--- src/rtl/cordic_sincos.sv ---
// Iterative rotation-mode CORDIC: amp*cos(angle) and amp*sin(angle) from a 0.1-degree angle,
// one micro-rotation per clock through a single shared engine with valid/ready on both sides.
module cordic_sincos #(
   parameter int WIDTH       = 16,
   parameter int ANGLE_WIDTH = 16,
   parameter int ITERATIONS  = 16
) (
   input  logic                   clk,
   input  logic                   rst_n,
   input  logic [ANGLE_WIDTH-1:0] angle_in,
   input  logic [WIDTH-1:0]       amp_in,
   input  logic                   in_valid,
   output logic                   in_ready,
   output logic [WIDTH-1:0]       cos_out,
   output logic [WIDTH-1:0]       sin_out,
   output logic                   range_err,
   output logic                   out_valid,
   input  logic                   out_ready
);

   localparam int XW = WIDTH + 4;
   localparam int ZW = 24;
   localparam int PW = WIDTH + 16;
   localparam logic signed [PW-1:0] K_SCALE = PW'(19899);
   localparam logic signed [XW-1:0] HALF    = XW'(2);
   localparam logic signed [XW-1:0] MAXP    = XW'(2 ** (WIDTH - 1) - 1);
   localparam logic signed [XW-1:0] MINP    = -MAXP;
   localparam logic [4:0]           LAST    = 5'(ITERATIONS - 1);

   typedef enum logic [1:0] {IDLE, PREP, ITER, DONE} state_t;

   state_t                  state_q, state_d;
   logic [4:0]              iter_q, iter_d;
   logic [ANGLE_WIDTH-1:0]  angle_q, angle_d;
   logic [WIDTH-1:0]        amp_q, amp_d;
   logic signed [XW-1:0]    x_q, x_d, y_q, y_d;
   logic signed [ZW-1:0]    z_q, z_d;
   logic                    flag_q, flag_d;
   logic [WIDTH-1:0]        cos_q, cos_d, sin_q, sin_d;
   logic                    err_q, err_d;
   logic                    valid_q, valid_d;

   logic signed [PW-1:0]    amp_ext;
   logic signed [XW-1:0]    a_val, dx, dy;
   logic signed [ZW-1:0]    ang_ext, step;

   function automatic logic signed [ZW-1:0] atan_tab(input logic [4:0] idx);
      case (idx)
         5'd0:    return 24'sd115200;
         5'd1:    return 24'sd68007;
         5'd2:    return 24'sd35933;
         5'd3:    return 24'sd18240;
         5'd4:    return 24'sd9155;
         5'd5:    return 24'sd4582;
         5'd6:    return 24'sd2292;
         5'd7:    return 24'sd1146;
         5'd8:    return 24'sd573;
         5'd9:    return 24'sd286;
         5'd10:   return 24'sd143;
         5'd11:   return 24'sd72;
         5'd12:   return 24'sd36;
         5'd13:   return 24'sd18;
         5'd14:   return 24'sd9;
         5'd15:   return 24'sd4;
         default: return '0;
      endcase
   endfunction

   // Drop the 2 fraction bits with round-half-up, then clamp symmetrically.
   function automatic logic [WIDTH-1:0] sat_round(input logic signed [XW-1:0] v);
      logic signed [XW-1:0] r;
      r = (v + HALF) >>> 2;
      if (r > MAXP)      return MAXP[WIDTH-1:0];
      else if (r < MINP) return MINP[WIDTH-1:0];
      else               return r[WIDTH-1:0];
   endfunction

   always_comb begin
      state_d = state_q;
      iter_d  = iter_q;
      angle_d = angle_q;
      amp_d   = amp_q;
      x_d     = x_q;
      y_d     = y_q;
      z_d     = z_q;
      flag_d  = flag_q;
      cos_d   = cos_q;
      sin_d   = sin_q;
      err_d   = err_q;
      valid_d = valid_q;

      amp_ext = {{16{amp_q[WIDTH-1]}}, amp_q};
      a_val   = XW'((amp_ext * K_SCALE) >>> 13);
      ang_ext = {{(ZW-ANGLE_WIDTH){angle_q[ANGLE_WIDTH-1]}}, angle_q};
      dx      = x_q >>> iter_q;
      dy      = y_q >>> iter_q;
      step    = atan_tab(iter_q);

      case (state_q)
         IDLE: begin
            if (in_valid) begin
               angle_d = angle_in;
               amp_d   = amp_in;
               state_d = PREP;
            end
         end
         PREP: begin
            iter_d  = '0;
            flag_d  = 1'b0;
            state_d = ITER;
            if (ang_ext > 24'sd1800 || ang_ext < -24'sd1800) begin
               flag_d = 1'b1;
               x_d    = '0;
               y_d    = '0;
               z_d    = '0;
            end else if (ang_ext > 24'sd900) begin
               x_d = '0;
               y_d = a_val;
               z_d = (ang_ext - 24'sd900) <<< 8;
            end else if (ang_ext < -24'sd900) begin
               x_d = '0;
               y_d = -a_val;
               z_d = (ang_ext + 24'sd900) <<< 8;
            end else begin
               x_d = a_val;
               y_d = '0;
               z_d = ang_ext <<< 8;
            end
         end
         ITER: begin
            if (!z_q[ZW-1]) begin
               x_d = x_q - dy;
               y_d = y_q + dx;
               z_d = z_q - step;
            end else begin
               x_d = x_q + dy;
               y_d = y_q - dx;
               z_d = z_q + step;
            end
            iter_d = iter_q + 5'd1;
            if (iter_q == LAST) state_d = DONE;
         end
         DONE: begin
            // First DONE cycle registers the result; later cycles wait for the consumer.
            if (!valid_q) begin
               cos_d   = sat_round(x_q);
               sin_d   = sat_round(y_q);
               err_d   = flag_q;
               valid_d = 1'b1;
            end else if (out_ready) begin
               valid_d = 1'b0;
               state_d = IDLE;
            end
         end
         default: state_d = IDLE;
      endcase
   end

   always_ff @(posedge clk) begin
      if (!rst_n) begin
         state_q <= IDLE;
         iter_q  <= '0;
         angle_q <= '0;
         amp_q   <= '0;
         x_q     <= '0;
         y_q     <= '0;
         z_q     <= '0;
         flag_q  <= 1'b0;
         cos_q   <= '0;
         sin_q   <= '0;
         err_q   <= 1'b0;
         valid_q <= 1'b0;
      end else begin
         state_q <= state_d;
         iter_q  <= iter_d;
         angle_q <= angle_d;
         amp_q   <= amp_d;
         x_q     <= x_d;
         y_q     <= y_d;
         z_q     <= z_d;
         flag_q  <= flag_d;
         cos_q   <= cos_d;
         sin_q   <= sin_d;
         err_q   <= err_d;
         valid_q <= valid_d;
      end
   end

   assign in_ready  = (state_q == IDLE) && rst_n;
   assign cos_out   = cos_q;
   assign sin_out   = sin_q;
   assign range_err = err_q;
   assign out_valid = valid_q;

endmodule

--- config.mk ---
export PLATFORM = sky130hd
export DESIGN_NAME = cordic_sincos
export DESIGN_NICKNAME = d
export VERILOG_FILES = /design/src/rtl/cordic_sincos.sv
export SDC_FILE = /design/constraint.sdc
export NUM_CORES = 1
export LEC_CHECK = 0
export CORE_MARGIN = 10
export CORE_UTILIZATION = 30
export CTS_BUF_LIST = sky130_fd_sc_hd__clkbuf_16
export CTS_CLUSTER_DIAMETER = 30
export DETAILED_ROUTE_END_ITERATION = 10
export GPL_TIMING_DRIVEN = 1
export SLEW_MARGIN = 20
export SYNTH_ARGS = -nofsm -noshare
export SYNTH_HDL_FRONTEND = slang
export SYNTH_SLANG_ARGS = --single-unit
--- constraint.sdc ---
create_clock -name clk -period 7.7 [get_ports clk]
set_input_delay 1.54 -clock clk [delete_from_list [all_inputs] [get_ports clk]]
set_output_delay 1.54 -clock clk [all_outputs]
set_load 0.05 [all_outputs]
### Gate-type map, run 1

(1.5 px per µm)
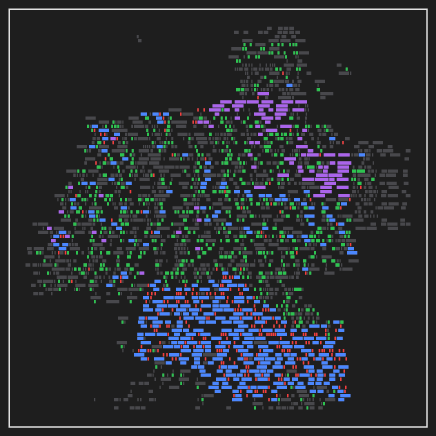
Blue marks fa/ha/maj cells, cells 331. Red marks inv cells, cells 280. Green marks aoi and oai cells, cells 521. Purple marks mux cells, cells 84.

### Sequential cells colored by netlist name, run 1

(1.5 px per µm) Other sequential cells in the stronger gray, the rest of the logic in the fainter gray.
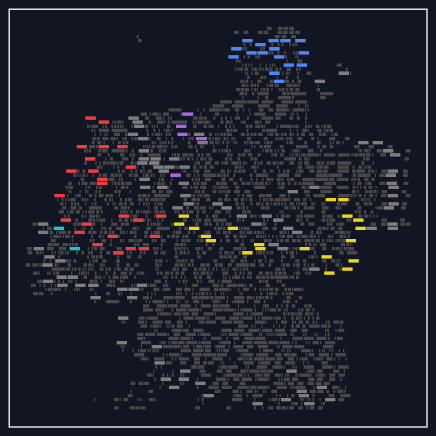
Cyan marks `state_q`, placed flops 2. Red marks `z_q`, placed flops 24, where west. Blue marks `cos_out`, placed flops 16. Yellow marks `y_q`, placed flops 20. Purple marks `iter_q`, placed flops 5.
share of the final layout cell area in sequential cells: 0.1412
flip-flop and latch area: 0.003107 mm²

==> results.toml, run 1 <==
# yosys + openroad results
[finish]
finalCoreUtilization = 0.3346
post_route_cells_drive_above_1_share = 0.06732
synthToLayoutAreaGrowth_pct = 10.65
num-nets-final = 2820

[job]
drv_cap = 0
openroad.warnings = 54

[sta]
finalClockSkew_ps = 14.34
timing.fmax_ghz = 0.1457

[routing]
detail-route-antenna-nets = 0
drt_wl_total_mm = 57.84

[yosys]
synth_sequential_area_ratio = 0.1561
netlist_top_cells_count = "inv_1, nand2_1, nor2_1"
synth_area_mm2 = 0.01988
edff_count_synth = 0

[critical_path]
cp-endpoint = "y_q[18]"
timing.critical_path.slowest_stage_cell = "dfxtp_1"
critical_path.max_stage_delay_ps = 580
cp_common_cell = "fa_1"

[cts]
cts_root_buffer = "clkbuf_16"
post_cts_resize_count = 0
cts_buffers = 17
worstSkewPairLatency_ps = 500

[floorplanning]
fp_util = 0.3024
io_pins = 71

[status]
status = "completed"

[min_path]
min_delay_worst_endpoint = "z_q[0]"

[place]
dpl_cell_area_mm2 = 0.02135
### Metal 2, run 1

(1 px per µm) Cells faint in the background.
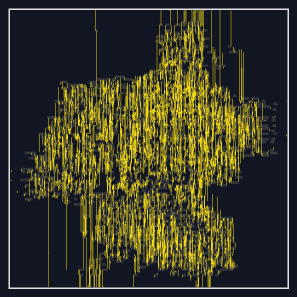
2273 nets have wire on it. The layer holds 46% of the routed length. The layer carries 26.5 mm of wire. The longest straight run is 85.9 µm. The wires run mostly vertical.

==> run 1: worst min-delay path, cell delays in order (launching register included) <==
cell and delay, ps:
dfxtp_1 320, nand2_1 50, a21oi_1 50
==> run 1: per-stage QoR <==
step | cells | worst slack [ps] | hold slack, ps
after detailed placement | 3298 | 887.3 | 454.2
after CTS | 3330 | 873.5 | 464.8
after global placement | 3298 | 1012 | 448.7
final | 3330 | 838.4 | 465.4
after floorplan | 2469 | 997.8 | 436.2
after global routing | 3330 | 364.2 | 488.5
==> run 1: kinds of logic after synthesis <==
kind of cell,synth area share
and+or+nand+nor,0.1676
buffers and inverters,0.08049
adders and majority gates,0.2551
xor gates and xnor gates,0.06652
DFF,0.1561
muxes,0.06922
AOI/OAI and AO/OA,0.2050
==> run 1: layout by cell type (no fill, tap or decap), types with 22 or more instances in the layout <==
cell / n
o211ai_1: 22
nor3_1: 59
clkdlybuf4s50_1: 69
buf_4: 28
nand2b_1: 30
a221oi_1: 29
a21o_1: 26
xor2_1: 67
inv_1: 276
dfxtp_1: 152
o21ai_0: 135
xnor2_1: 84
nor2_1: 208
mux2i_1: 25
and3_1: 24
a31oi_1: 37
mux4_2: 36
nand2_1: 231
nand3_1: 45
ha_1: 205
fa_1: 124
a21oi_1: 184
==> run 1: layer usage <==
layer	GRT usage	wire length [µm]
met5	0	0
met4	0.04446	1231
met3	0.02562	2920
met2	0.2421	26510
met1	0.1992	27180
==> run 1: layout make-up <==
type / instances / area, µm² / share of cell area
clock buffer: 17 / 425.4 / 0.01934
clock inverter: 15 / 226.5 / 0.01029
inverter: 280 / 1051 / 0.04777
multi-input combinational: 1901 / 15200 / 0.6911
sequential: 155 / 3107 / 0.1412
tap: 864 / 1081 / 0.04914
timing repair buffer: 98 / 905.9 / 0.04117
==> inputs of run 2 (changes only) <==
Settings changed: CAP_MARGIN set to 30, GPL_TIMING_DRIVEN 1 to 0.
### A small window of the routed layout, run 2

Window x 119 to 159, y 174 to 214 µm. Cells in gray, sequential cells in the stronger gray; small squares are vias.
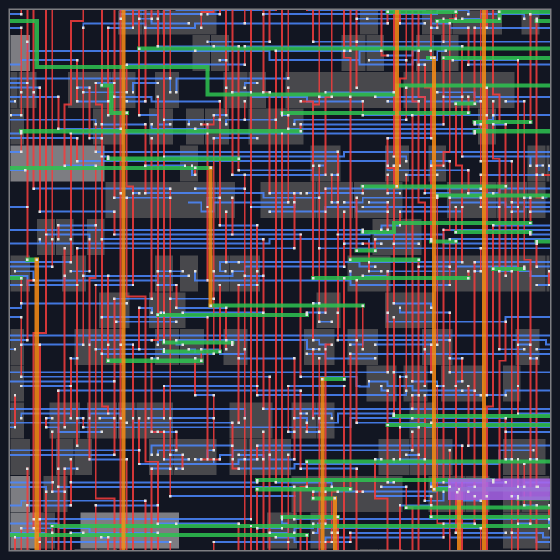
Orange marks M4. Green marks M3. Blue marks M1. Red marks M2. Purple marks M5.
Most frequent: nor2_1 (10), nand2_1 (10), a21oi_1 (10). 100 logic cells have their middle in the window. Sequential cells in the window: 2. Netlist names of flops here include `x_q` (2).

### Metal 2, run 2

(1 px per µm) Cells faint in the background.
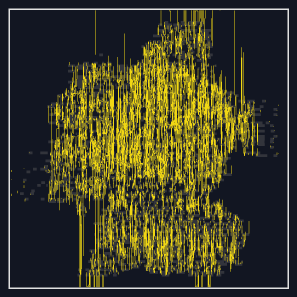
global routing usage on met2: 0.2759
overall routed net length: 66.82 mm

### Track usage over the die, run 2

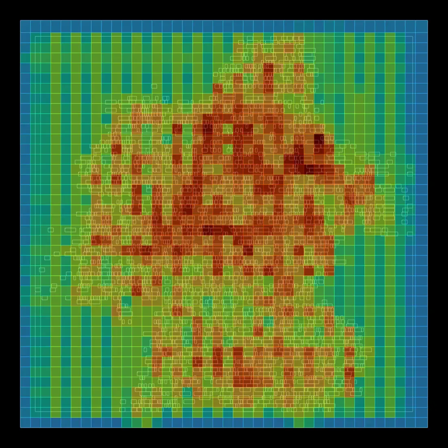
global-route total usage across every layer: 0.1725
most used routing layer: met2
average detailed-routed wire length per instance: 19.45 µm
routing usage on met3: 0.03743

==> run 2 against run 1 <==
Compared with the run above:
- die area is the same
- largest cell class unchanged
- clock-buffer cell count did not move
- highest routed layer is now met5
- worst setup slack worse by 430 ps
- core utilization rose by 0.40 points
- via count is 4.8% higher
- critical endpoint is now y_q[17]
==> results.toml, run 2 <==
# yosys + openroad results
[finish]
most_common_logic_cell_in_the_routed_design = "inv_1"
post_route_cells_drive_above_1_share = 0.05525
finalCoreUtilization = 0.3387
fin_cells = 3435
num-nets-final = 2926
layout.cells.most_common_list = "inv_1, nand2_1, nor2_1"
synthToLayoutAreaGrowth_pct = 11.98

[cts]
post_cts_resize_count = 0
cts_buffers = 17
clock_path_buffers = 2
worstSkewPairLatency_ps = 500
cts_root_buffer = "clkbuf_16"

[status]
status = "completed"

[sta]
setup_ws_ps = 406.2
timing.fmax_ghz = 0.1371
finalClockSkew_ps = 12.96
finalHoldWorstSlack_ps = 463.4

[yosys]
yosysChipArea_mm2 = 0.01988
ys_top_logic_family = "adder cells"
netlist_top_cells_count = "inv_1, nand2_1, nor2_1"
synth_sequential_area_ratio = 0.1561
edff_count_synth = 0
synth_area_mm2 = 0.01988
post_synth_fa_ha_maj_area_fraction = 0.2551
synthMuxAreaShare = 0.06922
synth_xor_xnor_area_share = 0.06652
fraction_of_the_mapped_netlist_area_in_compound_gates = 0.2050
synthSimpleGateAreaFrac = 0.1676
synth_cell_types = 89

[place]
dp.cells = 3404
dpl_cell_area_mm2 = 0.02168
pre_cts_slack_ps = 276.9

[min_path]
min_delay_worst_endpoint = "z_q[0]"

[critical_path]
rr_worst_depth = 22

[job]
openroad.warnings = 54
drv_cap = 0

[routing]
detail-route-antenna-nets = 0

[floorplanning]
fp_util = 0.3024
io_pins = 71
-- run 2: cell counts after synthesis --
No cell type changed its count.
-- run 2: critical path, stage by stage, from the launching register on --
cell	delay [ps]
dfxtp_1	600
inv_1	130
ha_1	350
fa_1	490
inv_1	50
fa_1	540
fa_1	460
fa_1	540
inv_1	50
fa_1	580
inv_1	50
ha_1	270
clkbuf_1	280
and4_1	280
and2b_1	190
o211ai_1	120
a21oi_1	370
o21a_1	230
nor2_1	70
o311ai_1	810
nor3_1	180
or4_1	440
a31oi_1	140
-- run 2: how the worst max path moves through the flow --
stage	to	slack, ps	depth (start not counted)
5_1_grt	y_q[19]	10	22
3_3_place_gp	y_q[17]	-200	21
3_5_place_dp	y_q[17]	280	21
6_report	y_q[17]	410	22
2_1_floorplan	y_q[17]	1000	21
4_1_cts	y_q[17]	260	21
-- run 2: cells by family after synthesis --
group / Yosys count
XOR/XNOR: 151
buffers and inverters: 413
AND-OR/OR-AND: 620
adder cells (fa/ha/maj): 331
AND/OR/NAND/NOR: 715
flip-flops: 155
multiplexers: 84
-- run 2: cell type report --
| cell class | count | area, µm² | area share |
|---|---|---|---|
| repair buffers | 71 | 715.7 | 0.03214 |
| clock inverters | 13 | 152.6 | 0.006856 |
| clock buffers | 17 | 425.4 | 0.01911 |
| multi-input cells | 1901 | 15180 | 0.6818 |
| well taps | 864 | 1081 | 0.04855 |
| plain buffers | 133 | 550.5 | 0.02473 |
| flip-flops and latches | 155 | 3107 | 0.1395 |
| diodes | 1 | 2.502 | 0.0001124 |
| inverters | 280 | 1051 | 0.04720 |
-- run 2: layer usage --
metal,up-vias,track usage,part of all wire
li1,8842,-,-
met3,90,0.03743,0.073
met5,-,0,0.00027
met1,8882,0.2271,0.45
met4,2,0.05491,0.026
met2,607,0.2759,0.45
